## config.mk

```make
export PLATFORM = sky130hd
export DESIGN_NAME = traffic_conflict_monitor_flat
export DESIGN_NICKNAME = d
export VERILOG_FILES = /design/src/rtl/traffic_conflict_monitor_if.sv /design/src/rtl/traffic_conflict_monitor.sv /design/src/flat_wrapper.sv
export SDC_FILE = /design/constraint.sdc
export NUM_CORES = 1
export LEC_CHECK = 0
export ABC_AREA = 0
export CELL_PAD_IN_SITES_DETAIL_PLACEMENT = 2
export CELL_PAD_IN_SITES_GLOBAL_PLACEMENT = 2
export CORE_MARGIN = 2
export CORE_UTILIZATION = 37
export DETAILED_ROUTE_END_ITERATION = 16
export PLACE_DENSITY = 0.81
export REMOVE_ABC_BUFFERS = 1
export SLEW_MARGIN = 15
export SYNTH_ARGS = -nofsm -noshare
export SYNTH_HDL_FRONTEND = slang
export SYNTH_SLANG_ARGS = --single-unit
export TNS_END_PERCENT = 20
```

## constraint.sdc

```tcl
create_clock -name CLK -period 2.59 [get_ports CLK]
set_input_delay 0.259 -clock CLK [delete_from_list [all_inputs] [get_ports CLK]]
set_output_delay 0.259 -clock CLK [all_outputs]
set_load 0.02 [all_outputs]
```

## src/rtl/traffic_conflict_monitor_if.sv

```systemverilog
// ---------------------------------------------------------------------------
// traffic_conflict_monitor_if
//
// Purpose:
//    Bundles the light buses watched by the conflict monitor together with
//    the monitor's status outputs, so the controller side and the monitor
//    side connect through one port each.
//
// Signals:
//    A, B        car lights (00 red, 01 yellow, 10 green, 11 illegal)
//    PA, PB      pedestrian lights, same encoding
//    CLR         fault clear request (level)
//    ARMED       monitor is running its checks
//    FAULT       sticky fault flag
//    FAULT_CODE  first fault seen, 0 = none
//    FAULT_SRC   light that caused it (0=A, 1=B, 2=PA, 3=PB)
//    FLASH_REQ   request for yellow-flash mode, mirrors FAULT
//
// Modports:
//    master  side that owns the lights and the clear request
//    slave   the monitor itself
// ---------------------------------------------------------------------------
interface traffic_conflict_monitor_if;
    logic [1:0] A;
    logic [1:0] B;
    logic [1:0] PA;
    logic [1:0] PB;
    logic       CLR;
    logic       ARMED;
    logic       FAULT;
    logic [2:0] FAULT_CODE;
    logic [1:0] FAULT_SRC;
    logic       FLASH_REQ;

    modport master (
        output A, B, PA, PB, CLR,
        input  ARMED, FAULT, FAULT_CODE, FAULT_SRC, FLASH_REQ
    );

    modport slave (
        input  A, B, PA, PB, CLR,
        output ARMED, FAULT, FAULT_CODE, FAULT_SRC, FLASH_REQ
    );
endinterface

```

## src/rtl/traffic_conflict_monitor.sv

```systemverilog
// ---------------------------------------------------------------------------
// traffic_conflict_monitor
//
// Purpose:
//    Independent safety checker sitting beside the traffic light controller.
//    Every clock it samples the four light buses and compares them with the
//    values seen on the previous clock. While armed it flags illegal codes,
//    conflicting greens, illegal colour sequences and short yellows. The
//    first fault is latched (code + source) and yellow-flash is requested
//    until a clear request arrives. It never drives the lights itself.
//
// Ports:
//    CLK   rising-edge clock
//    RST   asynchronous active-high reset
//    bus   traffic_conflict_monitor_if.slave (lights + CLR in, status out)
//
// Fault codes (lowest code wins, then source order A > B > PA > PB):
//    1  a light shows the illegal code 11
//    2  both car lights not red
//    3  pedestrian light not red while the crossed car light is not red
//    4  colour change other than red->green, green->yellow, yellow->red
//    5  yellow->red after fewer than MIN_YELLOW yellow cycles
//    6  car light unchanged for MAX_HOLD cycles (watchdog build only)
//
// Configuration:
//    Define TRAFFIC_MON_WATCHDOG_EN to add the per-car-light hold watchdog
//    (fault code 6). Without it MAX_HOLD has no effect.
// ---------------------------------------------------------------------------
module traffic_conflict_monitor #(
    parameter int MIN_YELLOW = 3,
    parameter int CW         = 8,
    parameter int MAX_HOLD   = 40
) (
    input logic                       CLK,
    input logic                       RST,
    traffic_conflict_monitor_if.slave bus
);

    typedef enum logic [1:0] {
        ST_ARM,
        ST_RUN,
        ST_FAULT
    } state_t;

    localparam logic [CW-1:0] CNT_MAX = {CW{1'b1}};
    localparam logic [CW-1:0] MIN_Y   = CW'(MIN_YELLOW);

    state_t        r_state;
    logic [1:0]    w_cur [4];
    logic [1:0]    r_prev [4];
    logic [CW-1:0] r_ycnt [4];

    logic [3:0]    w_illegal;
    logic [3:0]    w_badTrans;
    logic [3:0]    w_shortYel;

    logic          w_faultValid;
    logic [2:0]    w_faultCode;
    logic [1:0]    w_faultSrc;

    logic          r_armed;
    logic          r_fault;
    logic [2:0]    r_code;
    logic [1:0]    r_src;

    // Index order matches the FAULT_SRC numbering so a set bit position is
    // directly the reported source.
    assign w_cur[0] = bus.A;
    assign w_cur[1] = bus.B;
    assign w_cur[2] = bus.PA;
    assign w_cur[3] = bus.PB;

    assign bus.ARMED      = r_armed;
    assign bus.FAULT      = r_fault;
    assign bus.FLASH_REQ  = r_fault;
    assign bus.FAULT_CODE = r_code;
    assign bus.FAULT_SRC  = r_src;

    // Lowest set bit wins, which gives the A > B > PA > PB source priority.
    function automatic logic [1:0] firstSet(input logic [3:0] v);
        logic [1:0] idx;
        if (v[0])      idx = 2'd0;
        else if (v[1]) idx = 2'd1;
        else if (v[2]) idx = 2'd2;
        else           idx = 2'd3;
        return idx;
    endfunction

    // Holding a colour is always fine; the only moves allowed are one step
    // around the red -> green -> yellow -> red cycle.
    function automatic logic legalStep(input logic [1:0] p, input logic [1:0] c);
        return (p == c) ||
               (p == 2'b00 && c == 2'b10) ||
               (p == 2'b10 && c == 2'b01) ||
               (p == 2'b01 && c == 2'b00);
    endfunction

    // Per-light checks that only depend on one light's own history.
    // A yellow->red change is judged against the count of yellow samples
    // accumulated before this edge.
    always_comb begin
        w_illegal  = '0;
        w_badTrans = '0;
        w_shortYel = '0;
        for (int i = 0; i < 4; i++) begin
            w_illegal[i]  = (w_cur[i] == 2'b11);
            w_badTrans[i] = !legalStep(r_prev[i], w_cur[i]);
            w_shortYel[i] = (r_prev[i] == 2'b01) && (w_cur[i] == 2'b00) &&
                            (r_ycnt[i] < MIN_Y);
        end
    end

`ifdef TRAFFIC_MON_WATCHDOG_EN
    localparam logic [CW-1:0] HOLD_LIM = CW'(MAX_HOLD);

    logic [CW-1:0] r_hold [2];
    logic [CW-1:0] w_holdNext [2];
    logic [1:0]    w_holdHit;

    // The hold counters measure how long each car light has stayed on the
    // same value; the fault fires on the edge the count reaches the limit.
    always_comb begin
        w_holdHit = '0;
        for (int i = 0; i < 2; i++) begin
            w_holdNext[i] = '0;
            if (w_cur[i] == r_prev[i]) begin
                w_holdNext[i] = (r_hold[i] == CNT_MAX) ? r_hold[i] : r_hold[i] + CW'(1);
            end
            w_holdHit[i] = (w_holdNext[i] >= HOLD_LIM);
        end
    end

    // Hold counters run in every state so the watchdog sees the full history
    // as soon as checks become active.
    always_ff @(posedge CLK or posedge RST) begin
        if (RST) begin
            for (int i = 0; i < 2; i++) begin
                r_hold[i] <= '0;
            end
        end else begin
            for (int i = 0; i < 2; i++) begin
                r_hold[i] <= w_holdNext[i];
            end
        end
    end
`endif

    // Fault arbitration: the chain is written in ascending code order so the
    // first matching branch is always the lowest code present.
    always_comb begin
        w_faultValid = 1'b0;
        w_faultCode  = 3'd0;
        w_faultSrc   = 2'd0;
        if (|w_illegal) begin
            w_faultValid = 1'b1;
            w_faultCode  = 3'd1;
            w_faultSrc   = firstSet(w_illegal);
        end else if (bus.A != 2'b00 && bus.B != 2'b00) begin
            w_faultValid = 1'b1;
            w_faultCode  = 3'd2;
            w_faultSrc   = 2'd0;
        end else if (bus.PA != 2'b00 && bus.A != 2'b00) begin
            w_faultValid = 1'b1;
            w_faultCode  = 3'd3;
            w_faultSrc   = 2'd2;
        end else if (bus.PB != 2'b00 && bus.B != 2'b00) begin
            w_faultValid = 1'b1;
            w_faultCode  = 3'd3;
            w_faultSrc   = 2'd3;
        end else if (|w_badTrans) begin
            w_faultValid = 1'b1;
            w_faultCode  = 3'd4;
            w_faultSrc   = firstSet(w_badTrans);
        end else if (|w_shortYel) begin
            w_faultValid = 1'b1;
            w_faultCode  = 3'd5;
            w_faultSrc   = firstSet(w_shortYel);
`ifdef TRAFFIC_MON_WATCHDOG_EN
        end else if (|w_holdHit) begin
            w_faultValid = 1'b1;
            w_faultCode  = 3'd6;
            w_faultSrc   = w_holdHit[0] ? 2'd0 : 2'd1;
`endif
        end
    end

    // Main monitor FSM plus the history registers. Previous values and yellow
    // counters track the lights in every state; only RUN acts on the checks.
    // Status outputs are updated together with the state so they always
    // describe the state being entered.
    always_ff @(posedge CLK or posedge RST) begin
        if (RST) begin
            r_state <= ST_ARM;
            r_armed <= 1'b0;
            r_fault <= 1'b0;
            r_code  <= 3'd0;
            r_src   <= 2'd0;
            for (int i = 0; i < 4; i++) begin
                r_prev[i] <= 2'b00;
                r_ycnt[i] <= '0;
            end
        end else begin
            for (int i = 0; i < 4; i++) begin
                r_prev[i] <= w_cur[i];
                if (w_cur[i] == 2'b01) begin
                    r_ycnt[i] <= (r_ycnt[i] == CNT_MAX) ? r_ycnt[i] : r_ycnt[i] + CW'(1);
                end else begin
                    r_ycnt[i] <= '0;
                end
            end

            case (r_state)
                ST_ARM: begin
                    if (bus.A == 2'b00 && bus.B == 2'b00 &&
                        bus.PA == 2'b00 && bus.PB == 2'b00) begin
                        r_state <= ST_RUN;
                        r_armed <= 1'b1;
                    end
                end
                ST_RUN: begin
                    if (w_faultValid) begin
                        r_state <= ST_FAULT;
                        r_armed <= 1'b0;
                        r_fault <= 1'b1;
                        r_code  <= w_faultCode;
                        r_src   <= w_faultSrc;
                    end
                end
                ST_FAULT: begin
                    if (bus.CLR) begin
                        r_state <= ST_ARM;
                        r_fault <= 1'b0;
                        r_code  <= 3'd0;
                        r_src   <= 2'd0;
                    end
                end
                default: begin
                    r_state <= ST_ARM;
                    r_armed <= 1'b0;
                    r_fault <= 1'b0;
                    r_code  <= 3'd0;
                    r_src   <= 2'd0;
                end
            endcase
        end
    end

endmodule
```

## src/flat_wrapper.sv

```systemverilog
// flat-port wrapper written by rule: the top's interface ports become plain ports
module traffic_conflict_monitor_flat 
#(
    parameter int MIN_YELLOW = 3,
    parameter int CW         = 8,
    parameter int MAX_HOLD   = 40
)
  (CLK, RST, bus_A, bus_B, bus_PA, bus_PB, bus_CLR, bus_ARMED, bus_FAULT, bus_FAULT_CODE, bus_FAULT_SRC, bus_FLASH_REQ);
  traffic_conflict_monitor_if bus_i ();
  input logic CLK;
  input logic RST;
  input wire logic [$bits(bus_i.A)-1:0] bus_A;
  input wire logic [$bits(bus_i.B)-1:0] bus_B;
  input wire logic [$bits(bus_i.PA)-1:0] bus_PA;
  input wire logic [$bits(bus_i.PB)-1:0] bus_PB;
  input wire logic [$bits(bus_i.CLR)-1:0] bus_CLR;
  output wire logic [$bits(bus_i.ARMED)-1:0] bus_ARMED;
  output wire logic [$bits(bus_i.FAULT)-1:0] bus_FAULT;
  output wire logic [$bits(bus_i.FAULT_CODE)-1:0] bus_FAULT_CODE;
  output wire logic [$bits(bus_i.FAULT_SRC)-1:0] bus_FAULT_SRC;
  output wire logic [$bits(bus_i.FLASH_REQ)-1:0] bus_FLASH_REQ;
  assign bus_i.A = bus_A;
  assign bus_i.B = bus_B;
  assign bus_i.PA = bus_PA;
  assign bus_i.PB = bus_PB;
  assign bus_i.CLR = bus_CLR;
  assign bus_ARMED = bus_i.ARMED;
  assign bus_FAULT = bus_i.FAULT;
  assign bus_FAULT_CODE = bus_i.FAULT_CODE;
  assign bus_FAULT_SRC = bus_i.FAULT_SRC;
  assign bus_FLASH_REQ = bus_i.FLASH_REQ;
  traffic_conflict_monitor #(.MIN_YELLOW(MIN_YELLOW), .CW(CW), .MAX_HOLD(MAX_HOLD)) u_core (.CLK(CLK), .RST(RST), .bus(bus_i));
endmodule
```

pinout.png
Scale bar: 20 um. Pins as bars across the die edge, other pins in grey.
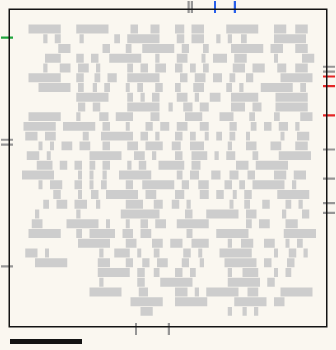
legend:
  red:
    port: bus_FAULT_CODE
    pins: 3
    direction: output
    edge: right
  blue:
    port: bus_FAULT_SRC
    pins: 2
    direction: output
    edge: top
  green:
    port: CLK
    pins: 1
    direction: input
    edge: left
Die Height: 88.3 um
width of the die: 88.3 um
number of buffers inserted by port buffering: 18

route_heat.png
The die is cut into 18 by 18 equal tiles; white is low, dark blue is high, scaled to the fullest tile. Values are wire area over tile area, all layers added.
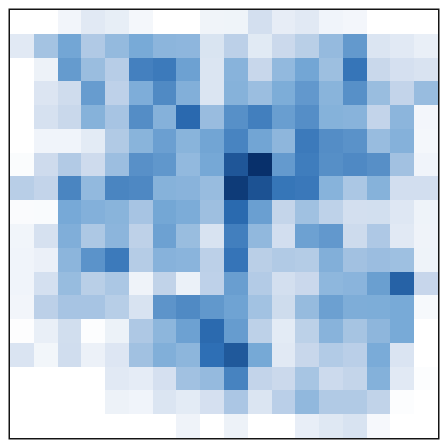
tiles over half the peak: 21%
densest ninth of the die: middle
mean over tiles: 0.13
fullest tile: 0.42
nearly empty tiles: 12%
emptiest ninth of the die: bottom left
overall track demand over capacity in global routing: 0.195
total routed wirelength: 6820 um

gates.png
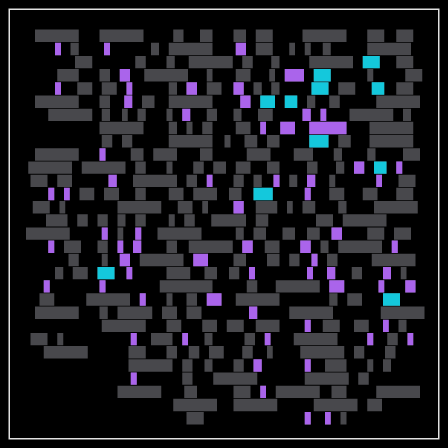
legend:
  cyan:
    family: non-inverting ao/oa cells
    cells: 11
  purple:
    family: nor cells
    cells: 67
    most_used: nor2_1

==> summary.txt <==
Flow results follow.

The run finished with clean final reports. By count the netlist is led by sky130_fd_sc_hd__dfrtp_1 (49), sky130_fd_sc_hd__nor2_1 (39), sky130_fd_sc_hd__nand2_1 (16), sky130_fd_sc_hd__nand4_1 (12), sky130_fd_sc_hd__o21ai_0 (11). The routed design could run at a clock period as short as roughly 2300 ps. At the later pin of the worst-skew pair, clock insertion delay measures 310 ps.

Counting the buffers created by CTS gives 5. The placeable core region is about 6800 um2. The largest register by flop count is u_core.r_ycnt. The standard cell with the maximum stage delay on the critical path is sky130_fd_sc_hd__dfrtp_1.

According to the hold report, the worst path is of the in2async type. The detailed router reports a met2 wire length of ~3400 um. The hold violation total from the final report is 0. The violation tally recorded at the end of detailed-routing iteration 0 is 91. The script reports the combined buffer and inverter count of the critical path as 0.

The routed design uses 164 um of met3 wire. The setup-violating endpoint count in the final report is 0. The data required time at the worst endpoint is roughly 2800 ps. The adder-cell area share of the yosys netlist is 0.0190.

The final timing report lists a max-slew violation count of 0. In the post-synthesis netlist, the biggest area contributors are sky130_fd_sc_hd__dfrtp_1 (47%), sky130_fd_sc_hd__nor2_1 (5.6%), sky130_fd_sc_hd__xor2_1 (3.3%). The setup slack of the critical path after layout is 301 ps. After filler insertion, the fill cell instance count of the layout stands at 755. The total overflow left after global routing is 0. For this run, asynchronously set or reset flops after synthesis account for 1.00. The sequential power reported by the tool is about 0.8 mW.

The net total in the final layout is approximately 320. The placed instances occupy a cell area of between 2000 and 3000 um2. According to the cell report, the number of logic gates is between 200 and 250. The critical path startpoint is u_core.r_ycnt[8].

The fraction of cell area in multi-input combinational cells is reported as 0.430. The net switching power is ~0.41 mW. The layout report lists the non-clock buffer share of cell area as 0.0934. The and-or/or-and share of the synthesized area is 0.143. The area used by sequential logic in the layout is 1230 um2.

The internal cell power is 1.17 mW. The script computed the net switching share of total power as 0.258. In this design, the largest share of critical-path delay is due to simple AND/OR/NAND/NOR gates.

The cell count of the worst reg-to-reg path is 7. In the synthesized netlist the dominant register cell turns out to be sky130_fd_sc_hd__dfrtp_1. The master cell of the clock root buffer is sky130_fd_sc_hd__clkbuf_8. The area growth from synthesis to layout is 18.2%. Per the CTS log, the maximum H-tree level is 2. The cell count after placement is between 300 and 400. The register share of the cell area is 0.395. The simple-gate portion of the synthesized area is 0.267. The layout buffer count excluding clock buffers is 31. The first global-routing pass estimated 11800 um of wire.

The number of inserted diodes is 0. The OpenROAD warning count is 25. The maximum ir drop on the vdd rail is between 200 and 300 uV. Sorting the synthesis cell report by count puts at the top sky130_fd_sc_hd__dfrtp_1. The average cell area after synthesis is around 9.7 um2. The routed length per instance is 17.0 um. Summing all non-filler instances in the final layout gives an area of slightly above 3000 um2. Per the synthesis report, the dominant area consumer among library cells is sky130_fd_sc_hd__dfrtp_1. The largest family of logic cells by area is simple AND/OR/NAND/NOR gates. The slew check shows that the tightest pin keeps a relative margin of 0.658.

The setup path with the least slack is of type reg2reg. The critical path goes through ha_1 -> nor4b_1 -> nand4_1 -> nand4_1 -> nor4_4 -> or2_2 -> a32o_1. The biggest fanout along the worst timing path is 5. Before CTS, the worst setup slack after placement is ~19 ps. Yosys mapped a number of flops with a built-in enable equal to 0. Per the detail_route report, the via count comes to 2186.

The number of global-route vias before repair was 2390. The clock network area share is 0.0358. In this run the power density over the cells is slightly above 500 nW/um2. The number of setup buffers added after CTS is 0.

Once detail routing completed, the nets flagged for antenna violations numbered 0. By area, combinational gates come first. The total negative slack is 0 ps. STA lists the startpoint of the worst register-to-register path as u_core.r_ycnt[8]. The count of inverters not on the clock network in the layout is 6. The number of antenna violations at the first check in global routing is 0. The tightest hold path in the finished design has a slack of 294 ps. The number of maximum-capacitance violations is 0. The critical path ends at u_core.bus.FAULT_SRC[1].

The sequential cell area fraction in the yosys report is 0.467. The area fraction in xor and xnor cells is 0.0567. The area taken by multi-input combinational cells is reported as 1340 um2. The final clock period utilization by the worst path is 0.884. Per the cell usage report, the commonest logic cells after layout are sky130_fd_sc_hd__dfrtp_1 (49), sky130_fd_sc_hd__nor2_1 (39), sky130_fd_sc_hd__clkdlybuf4s50_1 (18). The area share of the largest cell type after synthesis is 0.467. The total of hold buffers inserted after clock tree synthesis is 0. Yosys stat counts between 200 and 300 cells in the synthesized netlist. The endpoint identified for the worst register-to-register timing path is u_core.bus.FAULT_SRC[1].

The number of well taps is approximately 96. At the pin with the least slew margin, the transition time is 512 ps. The leakage power of the design is between 1 and 1.5 nW.

The worst stage delay on the critical path is about 420 ps. The synthesized netlist handed to floorplanning was reported with a cell count of roughly 270. The cell area after synthesis is around 2600 um2. For this run, design rule violations remaining after detail routing come to 0.

The number of cells upsized or downsized after cts is 0. The layer carrying the most global-route usage is met2. Setup repair after global routing left no endpoint under its margin.

The maximum operating frequency is about 0.44 GHz. Data on the critical path arrives at its endpoint at about 2500 ps. The dominant power group in this design is registers. The category of the worst setup path capture point is a flop. The share of total power dissipated in combinational logic is 0.135.

The timing report gives the worst reg2reg path a setup slack of roughly 300 ps. For met1 alone, demand over resource in global routing was 0.256. The congestion estimate from routability-driven global placement came to ~0.84.

The clock-pin slew of the registers on the worst-case setup and hold paths is roughly 100 ps. CTS reports a maximum clock tree buffer depth of 2. In this run, synthesis produced a sequential element count of 49. The flow reports power dissipated in combinational cells as around 0.21 mW. Routed signal wires occupy layers up through met4. The most frequent cell on the critical path is sky130_fd_sc_hd__nand4_1.
closeup.png
Scale bar: 5 um. Window x 34 to 54, y 52 to 72 um. Cells in grey, sequential cells in the stronger grey; small squares are vias.
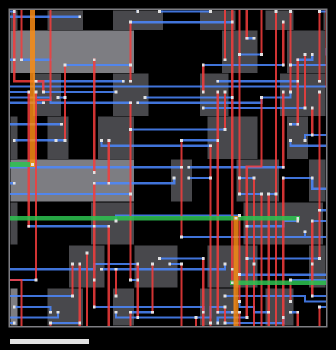
legend:
  blue:
    layer: M1
  orange:
    layer: M4
  green:
    layer: M3
  red:
    layer: M2
netlist names of flops here include: u_core.r_ycnt (2)
cells with their middle in the window: 23
most frequent: nand4_1 (3)
sequential cells in the window: 2

clock_nets.png
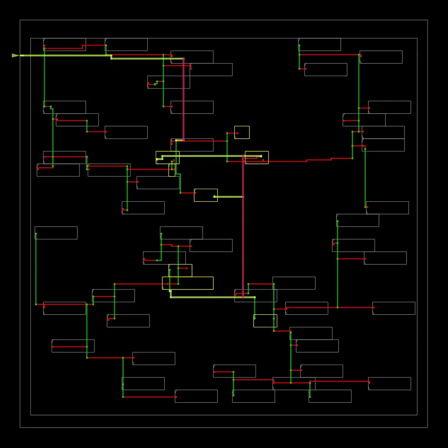
Seq cells: 49
reported clock group power: 0.563 mW
number of clock sinks: 49
number of clock buffer instances in the layout: 6
worst setup skew after layout: 8.30 ps

No activity file was given, so power comes from the tool's default toggle rates.
